===== src/rtl/dsp_fe_pkg.sv =====
// dsp_fe_pkg: shared buffer states, PRBS7 constants and frame-count width for the DSP front end.
package dsp_fe_pkg;
    typedef enum logic [1:0] {EMPTY, FILLING, FULL} buf_st_e;
    localparam logic [6:0] PRBS7_SEED = 7'h7F;
    // x^7 + x^6 + 1: feedback from state bits 6 and 5
    localparam logic [6:0] PRBS7_TAPS = 7'h60;
    localparam int FCNT_W = 16;
    function automatic logic [6:0] prbs7_step(input logic [6:0] s);
        return {s[5:0], ^(s & PRBS7_TAPS)};
    endfunction
endpackage


===== src/rtl/dsp_fe_prbs7_gen.sv =====
// dsp_fe_prbs7_gen: PRBS7 beat source; sample s is the LFSR state after s+1 steps,
// and the LFSR advances LANE_WIDTH steps per generated beat.
module dsp_fe_prbs7_gen
    import dsp_fe_pkg::*;
#(
    parameter int LANE_WIDTH = 16,
    parameter int ADC_WIDTH  = 6
) (
    input  logic                                i_clk,
    input  logic                                i_rst,
    input  logic                                i_adv,
    output logic [LANE_WIDTH-1:0][ADC_WIDTH-1:0] o_dat
);
    logic [6:0] r_lfsr;
    logic [LANE_WIDTH:0][6:0] w_s;

    always_comb begin
        w_s[0] = r_lfsr;
        for (int s = 0; s < LANE_WIDTH; s++) begin
            w_s[s+1] = prbs7_step(w_s[s]);
            o_dat[s] = w_s[s+1][ADC_WIDTH-1:0];
        end
    end

    always_ff @(posedge i_clk)
        r_lfsr <= i_rst ? PRBS7_SEED : i_adv ? w_s[LANE_WIDTH] : r_lfsr;
endmodule


===== src/rtl/dsp_fe_lad_pack.sv =====
// dsp_fe_lad_pack: ping-pong deserialiser packing DES_IN_WIDTH beats into a lane/adc/des frame.
// Define DSP_FE_LAD_PACK_PRBS_EN to add the internal PRBS7 source and i_prbs_mode.
module dsp_fe_lad_pack
    import dsp_fe_pkg::*;
#(
    parameter int LANE_WIDTH   = 16,
    parameter int ADC_WIDTH    = 6,
    parameter int DES_IN_WIDTH = 2
) (
    input  logic                                                   i_clk,
    input  logic                                                   i_rst,
    input  logic                                                   i_clear,
    input  logic [LANE_WIDTH-1:0][ADC_WIDTH-1:0]                   i_dat,
    input  logic                                                   i_valid,
    output logic                                                   o_ready,
    output logic [LANE_WIDTH-1:0][ADC_WIDTH-1:0][DES_IN_WIDTH-1:0] o_dat_lad,
    output logic                                                   o_valid,
    input  logic                                                   i_ready,
    output logic [FCNT_W-1:0]                                      o_frame_cnt
`ifdef DSP_FE_LAD_PACK_PRBS_EN
    ,
    input  logic                                                   i_prbs_mode
`endif
);
    localparam int BW = DES_IN_WIDTH > 1 ? $clog2(DES_IN_WIDTH) : 1;
    typedef logic [LANE_WIDTH-1:0][ADC_WIDTH-1:0][DES_IN_WIDTH-1:0] frame_t;

    frame_t                             r_buf [2];
    buf_st_e                            r_st [2];
    logic                               r_wp, r_rp;
    logic [BW-1:0]                      r_beat;
    logic [FCNT_W-1:0]                  r_frame_cnt;
    logic                               w_wfull, w_wr, w_rd, w_last;
    logic [LANE_WIDTH-1:0][ADC_WIDTH-1:0] w_din;

    assign w_wfull     = r_st[r_wp] == FULL;
    assign o_valid     = r_st[r_rp] == FULL;
    assign w_rd        = o_valid && i_ready;
    assign w_last      = r_beat == BW'(DES_IN_WIDTH - 1);
    assign o_dat_lad   = r_buf[r_rp];
    assign o_frame_cnt = r_frame_cnt;

`ifdef DSP_FE_LAD_PACK_PRBS_EN
    logic                                 r_mode, w_mode;
    logic [LANE_WIDTH-1:0][ADC_WIDTH-1:0] w_prbs;
    // mode is only resampled between frames so a frame never mixes sources
    assign w_mode  = r_beat == '0 ? i_prbs_mode : r_mode;
    assign o_ready = !w_wfull && !w_mode;
    assign w_wr    = w_mode ? !w_wfull : i_valid && o_ready;
    assign w_din   = w_mode ? w_prbs : i_dat;

    always_ff @(posedge i_clk)
        r_mode <= i_rst ? 1'b0 : w_mode;

    dsp_fe_prbs7_gen #(.LANE_WIDTH(LANE_WIDTH), .ADC_WIDTH(ADC_WIDTH)) u_prbs (
        .i_clk (i_clk),
        .i_rst (i_rst),
        .i_adv (w_wr && w_mode && !i_clear),
        .o_dat (w_prbs)
    );
`else
    assign o_ready = !w_wfull;
    assign w_wr    = i_valid && o_ready;
    assign w_din   = i_dat;
`endif

    // a fill and a drain never target the same buffer: FULL blocks fill, non-FULL blocks drain
    always_ff @(posedge i_clk) begin
        if (i_rst) begin
            r_st        <= '{EMPTY, EMPTY};
            r_buf       <= '{default: '0};
            r_wp        <= 1'b0;
            r_rp        <= 1'b0;
            r_beat      <= '0;
            r_frame_cnt <= '0;
        end else if (i_clear) begin
            r_st   <= '{EMPTY, EMPTY};
            r_wp   <= 1'b0;
            r_rp   <= 1'b0;
            r_beat <= '0;
        end else begin
            if (w_wr) begin
                for (int s = 0; s < LANE_WIDTH; s++)
                    for (int a = 0; a < ADC_WIDTH; a++)
                        r_buf[r_wp][s][a][r_beat] <= w_din[s][a];
                r_st[r_wp] <= w_last ? FULL : FILLING;
                r_beat     <= w_last ? '0 : r_beat + 1'b1;
                r_wp       <= w_last ? !r_wp : r_wp;
            end
            if (w_rd) begin
                r_st[r_rp]  <= EMPTY;
                r_rp        <= !r_rp;
                r_frame_cnt <= r_frame_cnt + 1'b1;
            end
        end
    end
endmodule


===== config.mk =====
export PLATFORM = sky130hd
export DESIGN_NAME = dsp_fe_lad_pack
export DESIGN_NICKNAME = d
export VERILOG_FILES = /design/src/rtl/dsp_fe_pkg.sv /design/src/rtl/dsp_fe_prbs7_gen.sv /design/src/rtl/dsp_fe_lad_pack.sv
export SDC_FILE = /design/constraint.sdc
export NUM_CORES = 1
export LEC_CHECK = 0
export CORE_MARGIN = 2
export CORE_UTILIZATION = 30
export DETAILED_ROUTE_END_ITERATION = 8
export PLACE_DENSITY = 0.59
export REMOVE_ABC_BUFFERS = 1
export SLEW_MARGIN = 20
export SYNTH_ARGS = -nofsm -noshare
export SYNTH_HDL_FRONTEND = slang
export SYNTH_SLANG_ARGS = --single-unit

===== constraint.sdc =====
create_clock -name i_clk -period 3.1 [get_ports i_clk]
set_input_delay 0.62 -clock i_clk [delete_from_list [all_inputs] [get_ports i_clk]]
set_output_delay 0.62 -clock i_clk [all_outputs]
set_load 0.005 [all_outputs]

Run 1, floorplan with the power grid:
The bar under the picture is 50 um long. Pins as bars on the die edge.
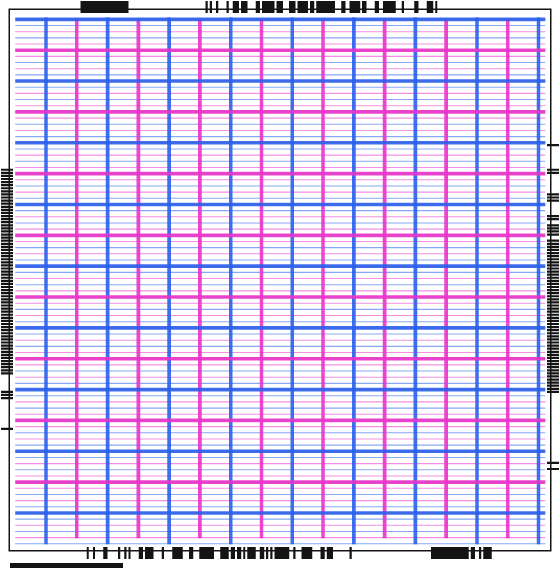
VDD -> magenta
VSS -> blue
met5 straps = 17
met4 straps = 17
met1 rails = 86
die x size: 238 um
Core Area: 54000 um2

Run 1, placed cells, one color a class:
The bar under the picture is 50 um long.
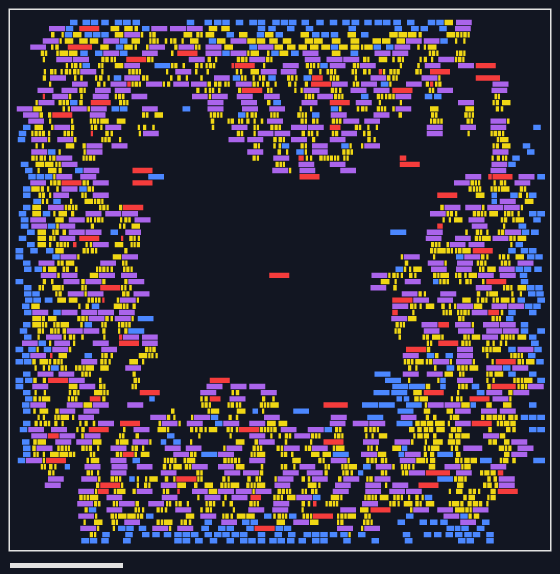
combinational and other logic -> yellow  # cells 1460, share of their area 36%
clock drivers and dummy loads -> red  # cells 82, share of their area 7.5%
remaining buffers and delay cells -> blue  # cells 350, share of their area 17%
sequential cells -> purple  # cells 407, share of their area 39%
Post-Layout Inst Area: 22000 um2
Std-Cell Rows: 85
final core utilization: 40.8%

Run 1, routed clock nets over the placement:
The bar under the picture is 50 um long.
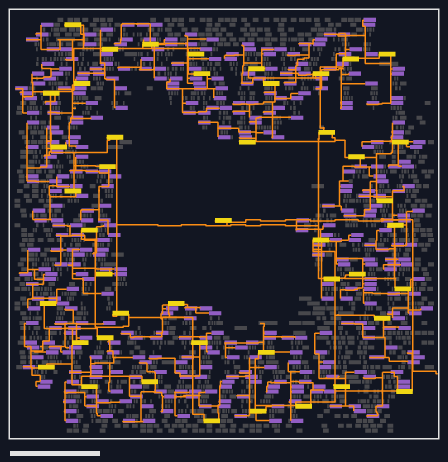
flip-flops -> purple  # count 407
clock wires -> orange  # length 5350 um
clock drivers -> yellow  # count 45
flops lie = all over the die
routed clock nets = 46
Clock power frac: 47.9%
Latency at later pin: 0.57 ns

Run 1, wiring by layer:
Only two layers are drawn.
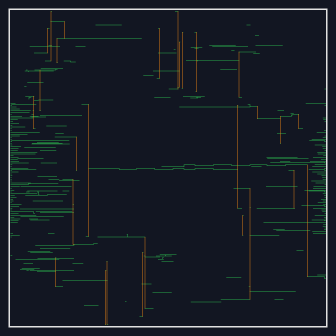
metal 3 -> green  # wire length 3080 um
metal 4 -> orange  # wire length 1110 um
wire per inst: 17.4 um
DR vias: 14800
GRT Overall Usage: 17.8%

## run 1: cell usage in the layout, fill, tap and decap left out, drive strengths merged, types with 4 or more instances in the layout
cell type      netlist  routed
nand2              778     778
dfxtp              407     407
a21oi              397     397
clkdlybuf4s50        0     309
mux2               193     193
clkbuf             136      65
buf                 19      41
nor2                10      10
or4                 10      10
o31ai                8       8
nand3                7       7
clkinv               0       7
nor2b                6       6
inv                  5       6
bufinv               0       5
nand2b               4       4
clkinvlp             0       4
o21ai                4       4
## run 1: through the flow
step	TNS [ns]	worst slack (ns)	power [uW]
global placement	0	0.469	6260
global route	0	0.0302	12200
floorplan	-1571.35	-4.73	5720
finish	0	0.122	11800
detailed placement	0	0.458	6270
CTS	0	0.0560	12000
## run 1: power by group
| part | switching [uW] | internal [uW] |
|---|---|---|
| clock network | 2190 | 3470 |
| registers | 49.9 | 5310 |
| logic | 398 | 394 |
| total | 2640 | 9180 |
## run 1: flip-flops by register name (all words and copies together), names as in the netlist
name / cells
r_wp: 1
r_rp: 1
o_frame_cnt: 16
r_st: 4
r_beat: 1
r_buf: 384
## run 1: cells by family after synthesis
group	after synthesis	synth area share, %
AND-OR/OR-AND	420	13.1
AND/OR/NAND/NOR	836	19.9
XOR/XNOR	4	0.213
buffers and inverters	160	3.77
adder cells (fa/ha/maj)	1	0.0761
multiplexers	194	13.3
flip-flops	407	49.6
## run 1: worst min-delay path by stage
stage / slack (ns) / endpoint / from
after global routing: 0.44 / r_buf[195] / i_rst
after CTS: 0.40 / o_frame_cnt[3] / i_rst
after global placement: 0.44 / r_buf[116] / r_buf[116]
after floorplan: 0.43 / r_buf[0] / r_buf[0]
final: 0.44 / o_frame_cnt[3] / i_rst
after detailed placement: 0.44 / r_buf[170] / r_buf[170]
## run 1: what timing repair did
item | in CTS | in global routing
setup buffers | 3 | 0
resized | 0 | 0
setup endpoints to repair | 169 | 0
## run 1: routing by layer
metal / vias up / track usage, %
li1: 7174 / -
met1: 7100 / 22.5
met2: 430 / 30.9
met3: 68 / 3.08
met4: 0 / 5.53
met5: - / 0
## run 1: worst max-delay path, stage by stage (launching register included)
cell	delay, ns
dfxtp_4	0.58
buf_12	0.32
mux2_2	0.37
clkdlybuf4s50_1	0.46
## run 1: cell type report
cell class	count	area [um2]	share of cell area, %
Clock inverter	17	224	1.02
Tap cell	696	871	3.96
Timing Repair Buffer	350	3690	16.8
Antenna cell	2	5.00	0.0227
Clock buffer	65	1370	6.20
Multi-Input combinational cell	1455	7690	34.9
Inverter	5	18.8	0.0852
Sequential cell	407	8150	37.0
## run 1: Yosys cell counts (5+ instances only)
| library cell | number | area (um2) |
|---|---|---|
| a21oi_1 | 397 | 1990 |
| clkbuf_1 | 136 | 510 |
| o31ai_1 | 8 | 60.1 |
| buf_1 | 14 | 52.6 |
| mux2_2 | 193 | 2170 |
| inv_1 | 5 | 18.8 |
| dfxtp_1 | 407 | 8150 |
| nor2_1 | 10 | 37.5 |
| nor2b_1 | 6 | 37.5 |
| nand2_1 | 778 | 2920 |
| nand3_1 | 7 | 35.0 |
| or4_1 | 10 | 75.1 |
==> impl_metrics.py, run 1 <==
# Metrics from the implementation run
metrics = {
    "placed_design": {
        "placed_cell_area_um2": 20400,
        "dp.cells": 2910,
        "gp_congestion": 0.811,
        "hpwl_um": 32800,
        "port_buffers": 310,
    },
    "worst_setup_path": {
        "ff2ff_path_depth": 5,
        "arrival_ns": 2.36,
        "cp-startpoint": "r_rp",
        "required_ns": 2.48,
        "regToRegSetupSlack_ns": 0.73,
        "cp_max_fo": 54,
        "end_kind": "output pin",
        "cp-endpoint": "o_dat_lad[22]",
        "timing.rr.start": "r_rp",
        "regToRegEndpoint": "o_frame_cnt[15]",
        "worstSetupStartpointType": "register",
        "path_class": "register to output pin",
    },
    "die": {
        "pin_count": 311,
        "initial_core_util_pct": 30.4,
        "die_area_um2": 56700,
    },
    "clock_network": {
        "cts_root_buffer": "clkbuf_16",
        "cts_buffer_depth": 3,
        "numCtsBuffers": 45,
        "clock-sinks": 407,
        "cts_tree": "done",
        "cts_max_level": 2,
        "holdBufCountCts": 0,
        "clkTransAtPathRegs_ns": 0.06,
    },
    "final_timing": {
        "final_max_slew_viol_count": 0,
        "finalCritPeriodShare_pct": 96.1,
        "finalSetupViolCount": 0,
        "finalHoldViolations": 0,
        "holdWs_ns": 0.438,
        "rsz0062_at_grt": "false",
        "slew_headroom_pct": 50.0,
        "clock_skew_ns": 0.0219,
        "worst_pin_slew_ns": 0.745,
        "min_period_ns": 2.98,
        "max_freq_mhz": 336,
    },
    "power": {
        "ir_drop_mv": 0.338,
        "power_leakage_uw": 0.00750,
        "power_density_nw_per_um2": 537,
    },
    "drt": {
        "ant_nets": 0,
        "wl_met1_um": 22000,
        "routed_via_density": 4.93,
        "drc_errors": 0,
        "wl_met3_um": 3080,
        "drtIter0Drc": 797,
        "wl_um": 52000,
        "top_layer_used": "met4",
        "first_pass_iters": 5,
        "met2WireLength_um": 25900,
    },
    "logic_synthesis": {
        "ys_cells": 2022,
        "ys_seq_elements": 407,
        "syn-cell-area_um2": 16400,
        "async_flop_share_pct": 0,
        "yosysWarnings": 0,
        "synth_seq_share_pct": 49.6,
        "yosys_area_um2": 16400,
        "postSynthAreaPerCell_um2": 8.13,
        "synth_top_flop_cell": "dfxtp_1",
        "edf_count": 0,
        "netlist_instances": 2022,
        "synth.distinct_cells": 39,
    },
    "hold_path": {
        "holdPathStages": 2,
        "hp-class": "input port to register",
    },
    "final_layout": {
        "layout-drive-gt1-share_pct": 13.8,
        "fin_nets": 2366,
        "area_growth_pct": 34.0,
        "stdcell_count": 2997,
        "fillCellCount": 5271,
    },
    "grt": {
        "grt_first_pass_wirelength_um": 80800,
        "first_global_vias": 14600,
        "overflow": 0,
        "antenna_found_initial": 2,
        "grt_max_degree": 127,
    },
    "run_status": {
        "status": "finished clean",
    },
    "job": {
        "warnings": 27,
        "drv_cap": 0,
    },
}
## Run 2: what changed since run 1
- ABC_AREA: unset -> 0
Run 2, placement view:
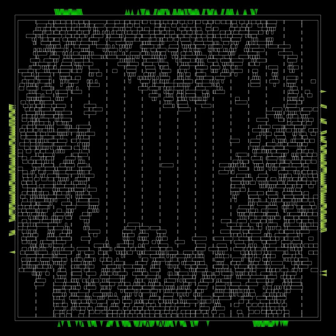
sequential cell area share: 37.0%
flop count: 407

==> run 2 against run 1 <==
  * Critical path depth stayed put
  * Register-to-register slack hardly changed
  * Worst hold slack stayed put
  * Via count stayed put
  * Clock skew stayed put
  * Routed wire length stayed put
  * Count of clock-buffer cells in the layout stayed put
  * Synthesized cell count stayed put
  * Non-clock buffer count stayed put
  * Fmax stayed put
  * Sequential cell count stayed put
  * Worst setup slack stayed put
==> impl_metrics.py, run 2 <==
# Metrics from the implementation run
metrics = {
    "run_status": {
        "status": "finished clean",
    },
    "final_layout": {
        "area_growth_pct": 34.0,
        "layout-drive-gt1-share_pct": 13.8,
        "fin_nets": 2366,
        "regMostFlops": "r_buf",
    },
    "worst_setup_path": {
        "required_ns": 2.48,
        "path_class": "register to output pin",
        "worstSetupStartpointType": "register",
        "arrival_ns": 2.36,
        "cp_max_fo": 54,
    },
    "grt": {
        "grtUsageTotal_pct": 17.8,
        "top_usage_layer": "met2",
        "grt_first_pass_wirelength_um": 80800,
    },
    "clock_network": {
        "cts_setup_buffers": 3,
        "holdBufCountCts": 0,
        "cts_resized": 0,
        "clkTransAtPathRegs_ns": 0.06,
        "cts_root_buffer": "clkbuf_16",
        "clock-sinks": 407,
    },
    "final_timing": {
        "min_period_ns": 2.98,
        "final_max_slew_viol_count": 0,
        "holdWs_ns": 0.438,
    },
    "die": {
        "pin_count": 311,
        "rows": 85,
        "die_area_um2": 56700,
    },
    "placed_design": {
        "dp.cells": 2910,
        "hpwl_um": 32800,
    },
    "logic_synthesis": {
        "top_area_cell": "dfxtp_1",
        "top_cell": "nand2_1",
        "common_cells": "nand2_1, dfxtp_1, a21oi_1",
        "ys_top_cells_by_area": "dfxtp_1, nand2_1, mux2_2, a21oi_1, clkbuf_1",
        "yosysWarnings": 0,
    },
    "power": {
        "power_leakage_uw": 0.00750,
    },
    "job": {
        "drv_cap": 0,
        "warnings": 27,
    },
}
run 2: cell counts after synthesis:
Identical to the previous run, type by type.
run 2: routing by layer:
layer	share of wire (%)	routed length [um]
met1	42	22000
met2	50	25900
met3	5.9	3080
met4	2.1	1110
met5	0	0
run 2: final timing paths:
path,startpoint,endpoint,depth (start not counted)
worst max-delay path,r_rp,o_dat_lad[22],3
worst min-delay path,i_rst,o_frame_cnt[3],2
worst max register to register,r_rp,o_frame_cnt[15],5
worst min register to register,r_buf[300],r_buf[300],2
run 2: worst register-to-register path, stage by stage (launching register included):
cell and delay [ns]:
dfxtp_4 0.46, buf_4 0.21, or3b_4 0.40, a211o_1 0.44, nor4_1 0.37, mux2_2 0.37
run 2: stage by stage:
stage / setup WS [ns] / area [um2] / utilization [%] / TNS (ns)
2_1_floorplan: -4.73 / 15800 / - / -1571.35
3_3_place_gp: 0.469 / 20400 / 37.7 / 0
3_5_place_dp: 0.458 / 20400 / 37.7 / 0
4_1_cts: 0.0560 / 22000 / 40.7 / 0
5_1_grt: 0.0302 / 22000 / 40.8 / 0
6_report: 0.122 / 22000 / 40.8 / 0
run 2: final cells by class:
class / instances / area, um2
antenna: 2 / 5.00
clock buffer: 65 / 1370
clock inverter: 17 / 224
fill: 5271 / 32000
inverter: 5 / 18.8
multi-input combinational: 1455 / 7690
sequential: 407 / 8150
tap: 696 / 871
timing repair buffer: 350 / 3690
run 2: report_power, final:
part           internal [uW]  switching, uW
Clock                   3470           2190
Sequential              5310           49.9
Combinational            394            398
run 2: kinds of logic (layout without fill, tap and decap cells):
| logic type | count (synthesis) | in the layout | synth area share (%) |
|---|---|---|---|
| simple gates | 836 | 836 | 19.9 |
| compound gates | 420 | 420 | 13.1 |
| flops | 407 | 407 | 49.6 |
| mux | 194 | 194 | 13.3 |
| buf+inv | 160 | 437 | 3.77 |
| xor+xnor | 4 | 4 | 0.213 |
| fa+ha+maj | 1 | 1 | 0.0761 |
| other cells | 0 | 2 | 0 |
## Run 3: what changed since run 2
- clock period: 3.1 -> 3.6 ns (I/O delays scaled with it)
Run 3, wiring by layer:
Only two layers are drawn.
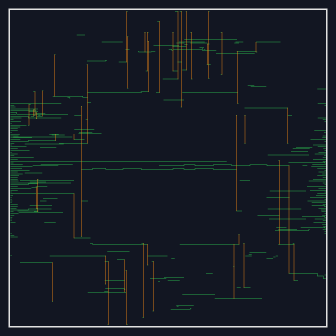
metal 3 -> green  # wire length 3070 um
metal 4 -> orange  # wire length 1570 um
wire per inst: 17.2 um
GRT Overall Usage: 17.5%
DR vias: 14800
final wirelength: 51500 um

==> run 3 against run 2 <==
  * Critical path depth stayed put
  * Design area is 0.40% lower
  * Area after synthesis stayed put
  * Core utilization is 0.16 points lower
  * Highest routed layer is now met5
==> impl_metrics.py, run 3 <==
# Metrics from the implementation run
metrics = {
    "logic_synthesis": {
        "yosys_area_um2": 16400,
        "common_cells": "nand2_1, dfxtp_1, a21oi_1",
        "synth_seq_share_pct": 49.6,
        "top_cell": "nand2_1",
        "yosysWarnings": 0,
        "syn-cell-area_um2": 16400,
        "top_area_cell": "dfxtp_1",
        "ys_top_cells_by_area": "dfxtp_1, nand2_1, mux2_2, a21oi_1, clkbuf_1",
        "synthDominantCellAreaShare_pct": 49.6,
        "ys_cells": 2022,
        "netlist_instances": 2022,
        "ys_seq_elements": 407,
    },
    "job": {
        "warnings": 27,
        "drv_cap": 0,
    },
    "worst_setup_path": {
        "slowest_stage": "dfxtp_4",
        "path_class": "register to output pin",
        "required_ns": 2.88,
        "worstSetupStartpointType": "register",
        "cp_max_fo": 43,
        "arrival_ns": 2.70,
    },
    "final_timing": {
        "setup_slack_ns": 0.175,
        "final_max_slew_viol_count": 0,
        "slew_headroom_pct": 39.8,
        "min_period_ns": 3.42,
        "setup_tns_ns": 0,
    },
    "grt": {
        "grt_first_pass_wirelength_um": 79300,
    },
    "final_layout": {
        "fin_nets": 2363,
        "fillCellCount": 5312,
        "largest_register_ffs": 384,
        "logic_area_um2": 7690,
        "layout-drive-gt1-share_pct": 13.8,
        "area_growth_pct": 33.4,
        "regMostFlops": "r_buf",
        "seq_area_um2": 8150,
    },
    "power": {
        "p_int_uw": 7790,
        "p_seq_share_pct": 45.8,
        "power_leakage_uw": 0.00746,
        "combPwrFrac_pct": 6.7,
        "switching_share_pct": 22.7,
        "p_sw_uw": 2280,
        "clkPwrFrac_pct": 47.5,
    },
    "die": {
        "rows": 85,
        "initial_core_util_pct": 30.4,
        "dieWidth_um": 238,
        "pin_count": 311,
        "die_area_um2": 56700,
        "die_y_um": 238,
    },
    "drt": {
        "met2WireLength_um": 25100,
        "top_layer_used": "met5",
        "ant_nets": 0,
        "wl_met1_um": 21700,
        "wl_met3_um": 3070,
    },
    "clock_network": {
        "cts_max_level": 2,
        "clock-sinks": 407,
        "holdBufCountCts": 0,
        "cts_root_buffer": "clkbuf_16",
        "cts_resized": 0,
        "clkTransAtPathRegs_ns": 0.06,
        "cts_tree": "done",
        "cts_setup_buffers": 0,
    },
    "run_status": {
        "status": "finished clean",
    },
    "placed_design": {
        "hpwl_um": 32900,
        "place_ws_ns": 0.683,
        "port_buffers": 310,
    },
}
run 3: cell counts after synthesis:
No cell type changed its count.
run 3: power groups by stage:
stage,sequential (uW),combinational (uW),clock (uW)
2_1_floorplan,4700,218,0
6_report,4620,670,4790
4_1_cts,4620,676,4920
3_3_place_gp,4710,661,0
5_1_grt,4620,726,5100
3_5_place_dp,4720,671,0
run 3: area by class of cell:
cell class              instances  share of cell area (%)
well taps                     696                    3.97
repair buffers                347                    16.6
clock inverters                23                    1.22
inverters                       5                  0.0856
flip-flops and latches        407                    37.2
diodes                          2                  0.0228
multi-input cells            1455                    35.1
clock buffers                  61                    5.88
run 3: worst register-to-register path, delay by kind of cell, from the launching register on:
| family | cells | cell delay [ns] |
|---|---|---|
| and+or+nand+nor | 2 | 0.52 |
| DFF | 1 | 0.93 |
| buffers and inverters | 1 | 0.28 |
| muxes | 1 | 0.37 |
| AOI/OAI and AO/OA | 1 | 0.43 |
run 3: per-layer routing:
metal / vias to the layer above / GRT usage (%)
met3: 103 / 3.60
li1: 7181 / -
met1: 7126 / 21.3
met4: 2 / 6.27
met2: 423 / 30.4
met5: - / 0
run 3: cell families after synthesis:
family                     after synthesis  synth area share [%]
buffers and inverters                  160                  3.77
adders and majority gates                1                0.0761
xor gates and xnor gates                 4                 0.213
DFF                                    407                  49.6
and+or+nand+nor                        836                  19.9
AOI/OAI and AO/OA                      420                  13.1
muxes                                  194                  13.3
run 3: metrics by stage:
stage | hold WS, ns | instance area [um2] | power [uW] | util [%] | instances
floorplan | 0.427 | 15800 | 4920 | - | 1867
global placement | 0.438 | 20400 | 5370 | 37.7 | 2910
detailed placement | 0.443 | 20400 | 5390 | 37.7 | 2910
CTS | 0.452 | 21900 | 10200 | 40.6 | 2994
global route | 0.468 | 21900 | 10400 | 40.6 | 2996
finish | 0.450 | 21900 | 10100 | 40.6 | 2996
run 3: final timing paths:
check,startpoint,end,slack [ns],depth (start not counted)
setup / recovery,r_rp,o_dat_lad[169],0.18,3
setup reg to reg,r_rp,o_frame_cnt[15],0.97,5
hold / removal,r_buf[188],r_buf[188],0.45,2
hold reg to reg,r_buf[188],r_buf[188],0.45,2
No activity file was given, so power comes from the tool's default toggle rates.
